Figure 1. Clock nets (run 1).
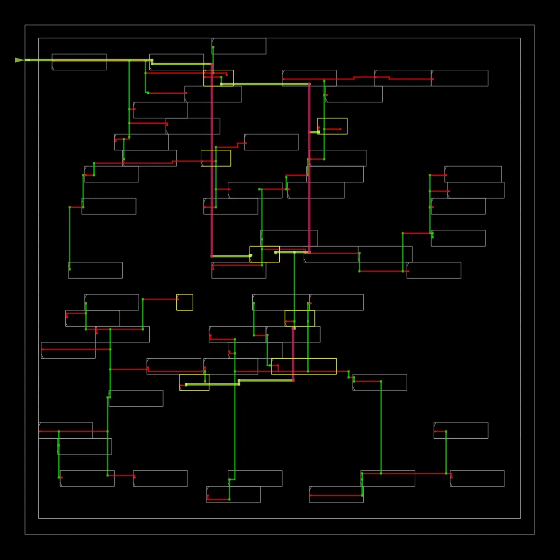
Figure 2. Met2 routing (run 1).
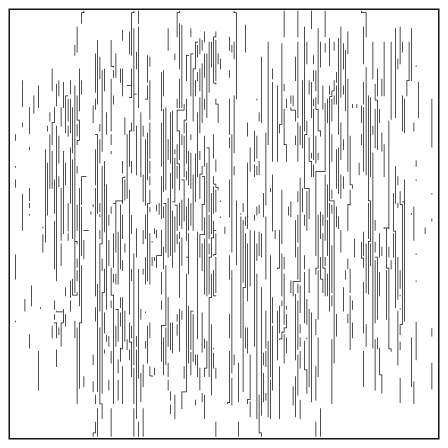
Figure 3. Selected gate families (run 1).
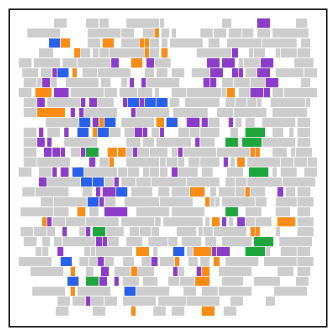
==> config.mk <==
export PLATFORM = sky130hd
export DESIGN_NAME = tdc_sample_ctrl
export DESIGN_NICKNAME = d
export VERILOG_FILES = /design/src/rtl/tdc_pkg.sv /design/src/rtl/tdc_stats_acc.sv /design/src/rtl/tdc_sample_ctrl.sv
export SDC_FILE = /design/constraint.sdc
export NUM_CORES = 1
export LEC_CHECK = 0
export ABC_CLOCK_PERIOD_IN_PS = 1700
export CAP_MARGIN = 10
export CORE_MARGIN = 2
export CORE_UTILIZATION = 48
export DETAILED_ROUTE_END_ITERATION = 8
export GPL_TIMING_DRIVEN = 0
export PLACE_DENSITY_LB_ADDON = 0.12
export SKIP_CTS_REPAIR_TIMING = 1
export SLEW_MARGIN = 30
export SYNTH_ARGS = -nofsm -noshare
export SYNTH_HDL_FRONTEND = slang
export SYNTH_SLANG_ARGS = --single-unit
==> constraint.sdc <==
create_clock -name clk -period 1.7 [get_ports clk]
set_input_delay 0.255 -clock clk [delete_from_list [all_inputs] [get_ports clk]]
set_output_delay 0.255 -clock clk [all_outputs]
set_load 0.005 [all_outputs]
==> deck_impl_summary.md, run 1 <==
Run Summary

Global route
  – Largest net degree at the start of global routing: 30
  – Number of global-route vias before repair: between 2000 and 3000
  – Global-route wire length before repair: between 10 and 15 mm

Setup path
  – CP top delay family: adder cells
  – FF-to-FF path depth: 8
  – Critical path arrival: 2.13 ns
  – CP max stage cell: dfrtp_1
  – CP max FO: 6
  – CP endpoint kind: flop
  – WP depth: 8
  – CP max stage delay: between 0.3 and 0.4 ns
  – Critical setup path kind: reg -> reg
  – Critical path buffers and inverters: 1
  – Slack of the worst reg-to-reg path: -0.22 ns
  – WP data required: about 1.9 ns

Synthesis
  – Cell Area, Synth: 0.00327 mm2
  – #FFs+latches synth: 53
  – # Cells Yosys: 354
  – Syn Inst Count: about 350
  – Post-synth seq share: 40.8%
  – Distinct lib cells: 58
  – Ys async rst share: 100%
  – Synth area leader: dfrtp_1
  – Ys flop type: dfrtp_1
  – Synth warn: 0
  – Syn Nets: 396
  – Number of synthesized flops with an enable pin: 0
  – Top post-synthesis cells by area: dfrtp_1 (35%), ha_1 (8.4%), dfstp_2 (5.6%), nand2_1 (5.3%), nand3_1 (3.8%)
  – Top cells by count: dfrtp_1 (46), nand2_1 (46), nand3_1 (25)
  – Avg Inst Size Synth: approximately 9 um2
  – Yosys stat area: 0.00327 mm2

Routing
  – Routed Antenna Nets: 0
  – Residual DRC count: 0
  – DR WL/cell: 17.4 um
  – DR pass1 iterations: 4
  – Vias per Instance: 5.67

Clock tree
  – CTS tree: built
  – Max clock buf depth: 2
  – Clk latency late pin: around 0.32 ns
  – Worst-path clk slew: about 0.10 ns
  – Htree depth: 2

Floorplanning
  – Die X: between 80 and 90 um
  – I/O pins: around 60
  – Placeable Area: 0.00668 mm2
  – Chip area: 0.00749 mm2
  – Starting density of the core: 49.0%
  – Die Ht: 86.5 um

Place
  – DP Worst Slack: -0.792 ns
  – I/O Buffers: between 50 and 60
  – Dpl hpwl: 5.84 mm

Status
  – Failing checks: setup timing
  – Status: complete, but fails checks

Pwr
  – Maximum VDD drop: 0.000869 V
  – Lkg Pwr: 2.17 nW
  – Total power draw: 7.82 mW

Job
  – # Max-Cap Violations: 0
  – Log Warnings: 28

Finish
  – Nets@finish: 491
  – Comb area: roughly 0.0023 mm2
  – Register area: 0.00134 mm2
  – Max reg flops: 15
  – Fillers: 483
  – Diode count: 0
  – Layout cells sized above 1: 37.3%
  – Area Overhead vs Synth: 52.3%
  – Fin util: 74.5%

Timing
  – Fmax: 520 MHz
  – Final setup vio count: 45
  – Post-layout period usage: 113%
  – Hold Violations, Final: 0
  – Slew Viols, Final: 0
  – Minimum clock period: 1.92 ns
  – Setup tns final: -3.33 ns
  – Min Hold Slack: 0.280 ns
  – Final WS setup: -0.223 ns
  – Post-route clock skew: 0.00865 ns
  – Least-Margin Pin Slew: ~0.48 ns
  – Unrepaired setup endpoints after global routing: yes

Hold path
  – WHS Path Cells: 3
  – Worst Hold Class: in -> reg
## Picture notes: Figure 1
cts bufs inserted: 5
power in the clock group: 0.931 mW

## Picture notes: Figure 2
The layer holds 50% of the routed length. The layer carries 4590 um of wire. 442 nets have wire on it.
vias: 3004
routed wire length: 9.23 mm
grt met2 use: 36.7%

## Picture notes: Figure 3
Key: nor cells = orange [cells 42]; nand cells = purple [cells 77]; xor and xnor cells = blue [cells 19]; mux cells = green [cells 10]
most used logic cell in the final layout: clkdlybuf4s50_1
logic share of the area: 45.7%

[run 1: routing by layer]
metal  share of wire, %  global-route usage [%]  routed length, um
met2                 50                    36.7               4590
met4                1.4                    4.69                128
met3                4.1                    3.43                381
met5                  0                       0                  0
met1                 45                    30.3               4130
[run 1: worst min-delay path, stage by stage]
cell	delay [ns]
dlymetal6s2s_1	0.18
nand3_1	0.09
nand3_1	0.07
[run 1: cells in the final DEF (no fill, tap or decap), drive strengths merged, types with 7 or more instances in the layout]
cell type      count
a21oi             18
buf               38
clkbuf            12
clkdlybuf4s50     49
dfrtp             46
dfstp              7
dlymetal6s2s       8
ha                22
inv               23
nand2             46
nand3             26
nor2              24
nor2b              7
o21ai             23
xnor2             13
[run 1: power breakdown]
| group | switching [mW] | total (mW) | internal [mW] |
|---|---|---|---|
| combinational | 2.26 | 4.75 | 2.50 |
| sequential | 0.394 | 2.14 | 1.75 |
| clock | 0.451 | 0.931 | 0.480 |
[run 1: cells by family (layout without fill, tap and decap cells)]
kind of cell               count (synthesis)  count (layout)  synth area share (%)
and+or+nand+nor                          134             134                  19.6
AOI/OAI and AO/OA                         78              78                  16.8
adders and majority gates                 23              23                  9.03
muxes                                     10              10                  3.25
buffers and inverters                     37             133                  5.39
xor gates and xnor gates                  19              19                  5.09
DFF                                       53              53                  40.8
[run 1: layout make-up]
cell class | count | area share (%)
tap | 80 | 2.01
timing repair buffer | 89 | 18.4
inverter | 23 | 1.73
sequential | 53 | 26.9
clock inverter | 2 | 0.754
buffer | 13 | 2.81
multi-input combinational | 264 | 45.7
clock buffer | 6 | 1.66
[run 1: metrics by stage]
step,area [um2],cells
after floorplan,3360,354
after global placement,4050,493
after detailed placement,4070,494
after CTS,4190,502
after global routing,4980,530
final,4980,530
Figure 4. Sizing map (run 1).
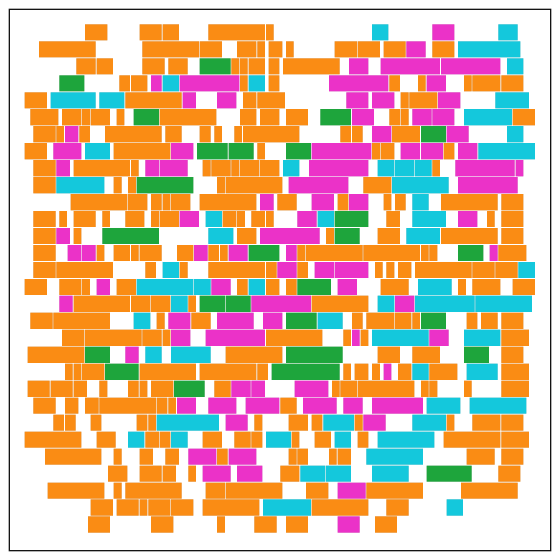

==> inputs of run 2 (changes only) <==
CAP_MARGIN = 20   (was 10)
CORE_MARGIN = not set   (was 2)
CORE_UTILIZATION = 47   (was 48)
SYNTH_HIERARCHICAL = 1   (was not set)
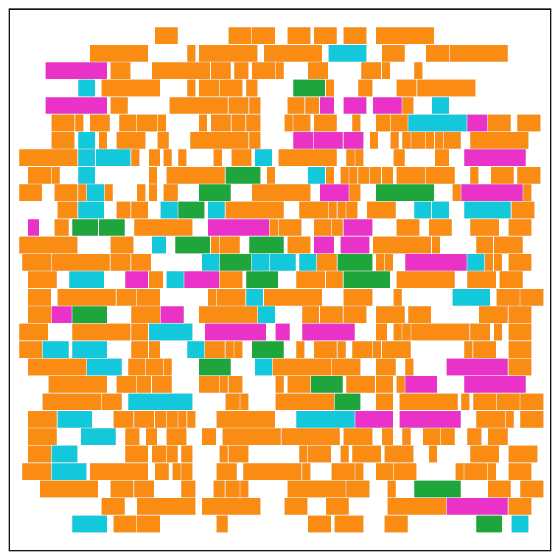
Figure 5: run 2, sizing map.
Key: x1 and smaller = orange [cells 317, share 77%, most used clkdlybuf4s50_1]; x2 = magenta [cells 31, share 7.6%, most used dfstp_2]; x6 and larger = green [cells 20, share 4.9%, most used clkbuf_8]; x3 and x4 = cyan [cells 42, share 10%, most used buf_4]
Post-Layout Inst Area: 0.00448 mm2
Non-Clock Buffer Count: 93
Final WS setup: -0.568 ns

==> deck_impl_summary.md, run 2 <==
Run Summary

Timing
  – Post-layout period usage: 133%
  – Unrepaired setup endpoints after global routing: yes
  – Hold Violations, Final: 0
  – Slew Viols, Final: 0
  – Final setup vio count: 50
  – Fmax: 441 MHz
  – Least-Margin Pin Slew: 0.416 ns
  – Setup tns final: -16.86 ns
  – Min Hold Slack: 0.222 ns
  – Post-route clock skew: 0.0131 ns
  – Minimum clock period: between 2 and 2.5 ns
  – Final WS setup: -0.568 ns

Routing
  – Routed Antenna Nets: 0
  – Vias per Instance: about 5.5
  – DR WL/cell: 15.4 um
  – Residual DRC count: 2
  – DR pass1 iterations: 6
  – Routed wire length: between 7 and 8 mm

Clock tree
  – Max clock buf depth: 2
  – Cts bufs inserted: 5
  – Worst-path clk slew: approximately 0.11 ns
  – CTS tree: built
  – Clk latency late pin: around 0.31 ns

Pwr
  – Seq pwr share: 31.0%
  – Lkg Pwr: 2.08 nW
  – Combinational share of power: 58.7%
  – Switch share: roughly two fifths
  – Clock share of power: 10.3%
  – Maximum VDD drop: 0.000746 V

Synthesis
  – Synth area leader: dfrtp_1
  – Distinct lib cells: 57
  – Synth warn: 6
  – Cell Area, Synth: 0.00318 mm2
  – Top cells by count: dfrtp_1 (46), nor2_1 (45), ha_1 (23)
  – Yosys stat area: 0.00318 mm2
  – Ys async rst share: 100%
  – Number of synthesized flops with an enable pin: 0
  – Ys flop type: dfrtp_1
  – Avg Inst Size Synth: 9.97 um2
  – Syn Nets: 362
  – Syn Inst Count: 319
  – Top post-synthesis cells by area: dfrtp_1 (36%), ha_1 (9.0%), dfstp_2 (5.8%), mux2i_1 (5.7%), nor2_1 (5.3%)
  – #FFs+latches synth: 53
  – # Cells Yosys: 319
  – Post-synth seq share: 42.0%

Setup path
  – CP max FO: 7
  – CP endpoint kind: flop
  – Slack of the worst reg-to-reg path: -0.57 ns
  – CP top delay family: buffers and inverters
  – FF-to-FF path depth: 12
  – Critical path arrival: 2.51 ns
  – Critical setup path kind: reg -> reg

Finish
  – Most common logic cells in the final layout: clkdlybuf4s50_1 (49), nor2_1 (42), dfrtp_1 (42)
  – Area Overhead vs Synth: 40.9%
  – Nets@finish: around 450
  – Fin util: about 70%
  – Diode count: 0
  – Layout cells sized above 1: 22.7%
  – Max reg flops: 15

Hold path
  – Worst Hold Class: in -> reg
  – WHS Path Cells: 2

Job
  – # Max-Cap Violations: 0
  – Log Warnings: 28

Floorplanning
  – Die X: 84.3 um
  – I/O pins: 60
  – Chip area: 0.00710 mm2
  – Die Ht: roughly 84 um
  – Starting density of the core: 49.2%

Global route
  – Number of global-route vias before repair: 2447

Place
  – Dpl hpwl: a little over 5 mm
  – I/O Buffers: 59
  – DP Worst Slack: -1.15 ns

Status
  – Failing checks: DRC, setup timing
  – Status: complete, but fails checks
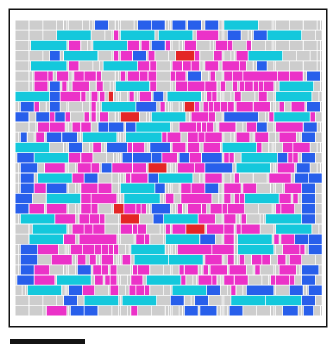
Figure 6: run 2, placement by cell class.
Scale bar: 20 um. Fill, decap, tap and diode cells in gray.
Key: registers = cyan [cells 53]; remaining buffers and delay cells = blue [cells 93]; clock drivers and dummy loads = red [cells 8]; remaining logic cells = magenta [cells 256]
row count: 29
Placeable Area: 0.00646 mm2

## run 2: netlist changes by cell type in the layout (fill, tap and decap cells not counted), sizes merged, moves of 8 or more
| cell | change |
|---|---|
| nand2 | -28 |
| nor2 | +21 |
| nand3 | -20 |
| mux2i | +13 |
| o21ai | -11 |
| xor2 | +9 |
| a21oi | -8 |
## run 2: worst reg2reg max path: cells and delay by family, from the launching register on
family                 cells  cell delay, ns
AOI/OAI and AO/OA          3            0.52
DFF                        1            0.38
and+or+nand+nor            3            0.63
buffers and inverters      6            0.67
## run 2: layout make-up
class	count	area, um2
clock inverter	2	15.0
tap	77	96.3
inverter	19	77.6
clock buffer	6	72.6
fill	512	1980
timing repair buffer	84	851
multi-input combinational	237	1910
buffer	9	121
sequential	53	1340
## run 2: cell families after synthesis
group	Yosys count	share of synthesized area, %
AND/OR/NAND/NOR	109	17.3
AND-OR/OR-AND	57	12.7
flip-flops	53	42.0
buffers and inverters	29	4.09
multiplexers	26	8.50
adder cells (fa/ha/maj)	24	9.68
XOR/XNOR	21	5.78
## run 2: layer usage
metal / vias to the layer above / wire [um] / global-route usage, %
met5: - / 0 / 0
li1: 1324 / - / -
met1: 1290 / 3300 / 26.6
met4: 0 / 68 / 5.64
met2: 59 / 3870 / 37.6
met3: 7 / 274 / 3.24
## run 2: per-stage QoR
step	area, um2	std cells	power (mW)
finish	4480	487	7.05
global route	4480	487	7.55
detailed placement	3970	456	5.46
CTS	4050	464	6.21
global placement	3950	455	5.36
floorplan	3260	319	4.29
## run 2: power by group through the flow
| stage | registers (mW) | clock network, mW | logic, mW |
|---|---|---|---|
| finish | 2.19 | 0.728 | 4.13 |
| global route | 2.25 | 0.805 | 4.49 |
| CTS | 2.16 | 0.752 | 3.29 |
| detailed placement | 2.19 | 0 | 3.28 |
| global placement | 2.17 | 0 | 3.19 |
| floorplan | 2.12 | 0 | 2.17 |
Power is estimated from default activity; no workload was simulated.
